$ cat src/rtl/sequential_shift_add_multiplier.sv
// Purpose: unsigned 8x8->16 multiplier that reuses one 8-bit ripple adder over eight add-and-shift steps.
// Latency: done pulses 9 cycles after start is sampled in IDLE; minimum start-to-start spacing is 10 cycles.
// Backpressure: start is only sampled in IDLE; while busy it is ignored (not queued) and a/b are not looked at.
module sequential_shift_add_multiplier (
    input  logic        clk,
    input  logic        rst,
    input  logic        start,
    input  logic [7:0]  a,
    input  logic [7:0]  b,
    output logic [15:0] product,
    output logic        done,
    output logic        busy
);

    typedef enum logic [1:0] {
        ST_IDLE = 2'd0,
        ST_RUN  = 2'd1,
        ST_DONE = 2'd2
    } state_t;

    state_t      r_state;
    state_t      w_next_state;

    logic [7:0]  r_m;        // multiplicand
    logic [7:0]  r_a;        // accumulator (high half of the running product)
    logic [7:0]  r_q;        // multiplier, shifted out as the low product bits shift in
    logic [2:0]  r_cnt;      // iteration counter, 0..7
    logic [15:0] r_product;

    logic [7:0]  w_op1;
    logic [7:0]  w_op2;
    logic [7:0]  w_sum;
    logic        w_cout;
    logic        w_last_step;

    assign w_op1       = r_a;
    assign w_op2       = r_q[0] ? r_m : 8'h00;
    assign w_last_step = (r_cnt == 3'd7);

    // Single 8-bit carry-ripple adder shared by every iteration; carry-in is tied low.
    always_comb begin : ripple
        logic c;
        c     = 1'b0;
        w_sum = 8'h00;
        for (int i = 0; i < 8; i++) begin
            w_sum[i] = w_op1[i] ^ w_op2[i] ^ c;
            c        = (w_op1[i] & w_op2[i]) | (c & (w_op1[i] ^ w_op2[i]));
        end
        w_cout = c;
    end

    // State register with synchronous reset.
    always_ff @(posedge clk) begin
        if (rst) begin
            r_state <= ST_IDLE;
        end else begin
            r_state <= w_next_state;
        end
    end

    // Next-state decode: accept in IDLE, eight RUN steps, one DONE cycle, back to IDLE.
    always_comb begin
        w_next_state = r_state;
        case (r_state)
            ST_IDLE: w_next_state = start ? ST_RUN : ST_IDLE;
            ST_RUN:  w_next_state = w_last_step ? ST_DONE : ST_RUN;
            ST_DONE: w_next_state = ST_IDLE;
            default: w_next_state = ST_IDLE;
        endcase
    end

    // Status outputs decoded purely from the registered state, so no path from start.
    always_comb begin
        done = 1'b0;
        busy = 1'b0;
        case (r_state)
            ST_RUN:  busy = 1'b1;
            ST_DONE: begin
                done = 1'b1;
                busy = 1'b1;
            end
            default: begin
                done = 1'b0;
                busy = 1'b0;
            end
        endcase
    end

    // Datapath: latch operands on accept, then add-and-shift once per RUN cycle.
    // The adder carry lands in A[7] so the 9-bit partial sum is never truncated.
    always_ff @(posedge clk) begin
        if (rst) begin
            r_m       <= 8'h00;
            r_a       <= 8'h00;
            r_q       <= 8'h00;
            r_cnt     <= 3'd0;
            r_product <= 16'h0000;
        end else begin
            case (r_state)
                ST_IDLE: begin
                    if (start) begin
                        r_m   <= a;
                        r_q   <= b;
                        r_a   <= 8'h00;
                        r_cnt <= 3'd0;
                    end
                end
                ST_RUN: begin
                    r_a   <= {w_cout, w_sum[7:1]};
                    r_q   <= {w_sum[0], r_q[7:1]};
                    r_cnt <= r_cnt + 3'd1;
                    if (w_last_step) begin
                        r_product <= {w_cout, w_sum[7:1], w_sum[0], r_q[7:1]};
                    end
                end
                default: begin
                end
            endcase
        end
    end

    assign product = r_product;

endmodule

$ cat config.mk
export PLATFORM = sky130hd
export DESIGN_NAME = sequential_shift_add_multiplier
export DESIGN_NICKNAME = d
export VERILOG_FILES = /design/src/rtl/sequential_shift_add_multiplier.sv
export SDC_FILE = /design/constraint.sdc
export NUM_CORES = 1
export LEC_CHECK = 0
export CAP_MARGIN = 25
export CORE_UTILIZATION = 55
export DETAILED_ROUTE_END_ITERATION = 10
export PLACE_DENSITY_LB_ADDON = 0.3
export SLEW_MARGIN = 20
export SYNTH_ARGS = -nofsm -noshare
export SYNTH_HDL_FRONTEND = slang
export SYNTH_SLANG_ARGS = --single-unit
$ cat constraint.sdc
create_clock -name clk -period 12.7 [get_ports clk]
set_clock_uncertainty 0.15 [all_clocks]
set_input_delay 2.54 -clock clk [delete_from_list [all_inputs] [get_ports clk]]
set_output_delay 2.54 -clock clk [all_outputs]
set_load 0.03 [all_outputs]
==> flow_metrics.tcl <==
# collected from the flow reports
set metrics [dict create \
    yosys-stat-cells 204 \
    grt-ovfl-total 0 \
    placed_area_mm2 0.002305 \
    dp.cells 274 \
    worstSetupStartpointType "flip-flop" \
    dp_slack_ns 8.422 \
    sh_seq_area_pct 37.93 \
    post_drt_wl_per_cell_um 12.77 \
    syn-cell-area_mm2 0.001954 \
    synthFlopType "dfxtp_1" \
    lay_top_count "dfxtp_1" \
    whs_ns 0.3081 \
    area_leaders "dfxtp_1, nand2_1, fa_1" \
    maxCapViolations 0 \
    crit_buf_inv 2 \
    fill_cells 297 \
    inverters_excl_clock 11 \
    synth-edff-count 0 \
    instances_no_fill 282 \
    setup.worst_path.class "reg -> out" \
    cp-end-kind "primary output" \
    cpMaxStageDelayCell "clkdlybuf4s50_1" \
    final_area_mm2 0.002375 \
    grt_max_degree 31 \
    port_buffers 36 \
    logic_gates 135 \
    slew_viol_final 0 \
    fa_ha_area_share_pct 11.01 \
    critPathArrivalTime_ns 1.71 \
    path_cells "inv_1 -> ha_1 -> clkdlybuf4s50_1" \
    synthXorXnorAreaFrac_pct 0 \
    synth.mux.area_fraction_pct 5.378 \
    fin_util_pct 70.61 \
    status "complete, no violations" \
    post_cts_resized 0 \
    power-per-cell-area_mw_per_mm2 105.3 \
    postSynthCellCount 204 \
    r2r_setup_slack_ns 8.48 \
    setup_slack_ns 8.297 \
    numCtsBuffers 5 \
    cp_slowest_stage_delay_ns 0.66 \
    finalHoldViolations 0 \
    via_count 1459 \
    ys_ff 45 \
    slew_headroom_pct 36.37 \
    crit_family "buffers and inverters" \
    die_area_mm2 0.003796 \
    maxClockFrequency_mhz 227.1 \
    comb_area_share_pct 39.46 \
    gr-usage-met3_pct 7.353 \
]
==> report_power, final <==
part           internal [W]  switching [W]   total, W
Clock             0.0000262      0.0000429  0.0000691
Sequential         0.000146     0.00000372   0.000150
Combinational     0.0000141      0.0000173  0.0000313
Total              0.000186      0.0000639   0.000250
==> layer usage <==
layer	wire [µm]	part of all wire (%)
met4	47	1.3
met1	1746	48
met3	173	4.8
met5	0	0
met2	1634	45
==> cells by family after synthesis <==
kind of cell | after synthesis
mux | 10
flops | 45
simple gates | 67
buf+inv | 24
compound gates | 45
fa+ha+maj | 13
==> final timing paths <==
kind | start | end | depth (start not counted)
max | r_state[1] | busy | 3
min | r_a[6] | r_a[6] | 2
max reg2reg | r_q[0] | r_a[6] | 12
min reg2reg | r_a[6] | r_a[6] | 2
==> images/route_heat.png <==
The die is cut into 12 by 12 equal tiles; white is low, dark blue is high, scaled to the fullest tile. Values are wire area over tile area, all layers added.
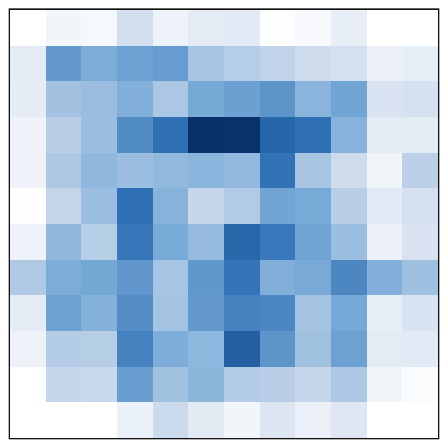
densest ninth of the die	center
fullest tile	0.44
nearly empty tiles	8.3%
tiles over half the peak	26%
mean over tiles	0.15

==> images/closeup.png <==
Bar = 5 µm. Region (21, 33) to (41, 53) µm. Cells in gray, sequential cells in the stronger gray; small squares are vias.
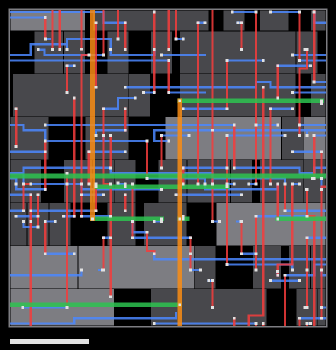
color	layer
green	M3
orange	M4
blue	M1
red	M2
sequential cells in the window	5
netlist names of flops here include	r_a (5)
most frequent	nand2_1 (9), a21oi_1 (7)
cells with their middle in the window	35

==> images/clock_nets.png <==
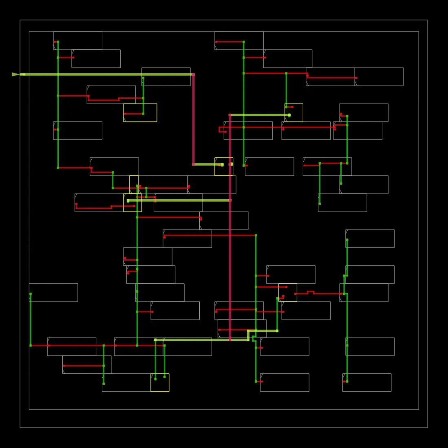
Late-Pin Clk Latency: 0.35 ns
clk pwr: 0.0000691 W
CTS Sinks: 45
sequential cell count: 45

==> images/gates.png <==
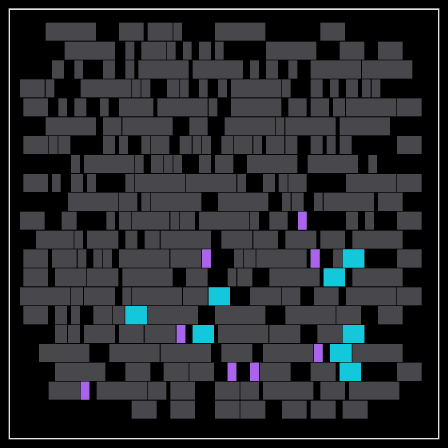
color	family	cells	most used
cyan	non-inverting ao/oa cells	8	a22o_1
purple	nor cells	8	nor2_1

Power figures rest on the tool's default switching activity, not on a simulated workload.
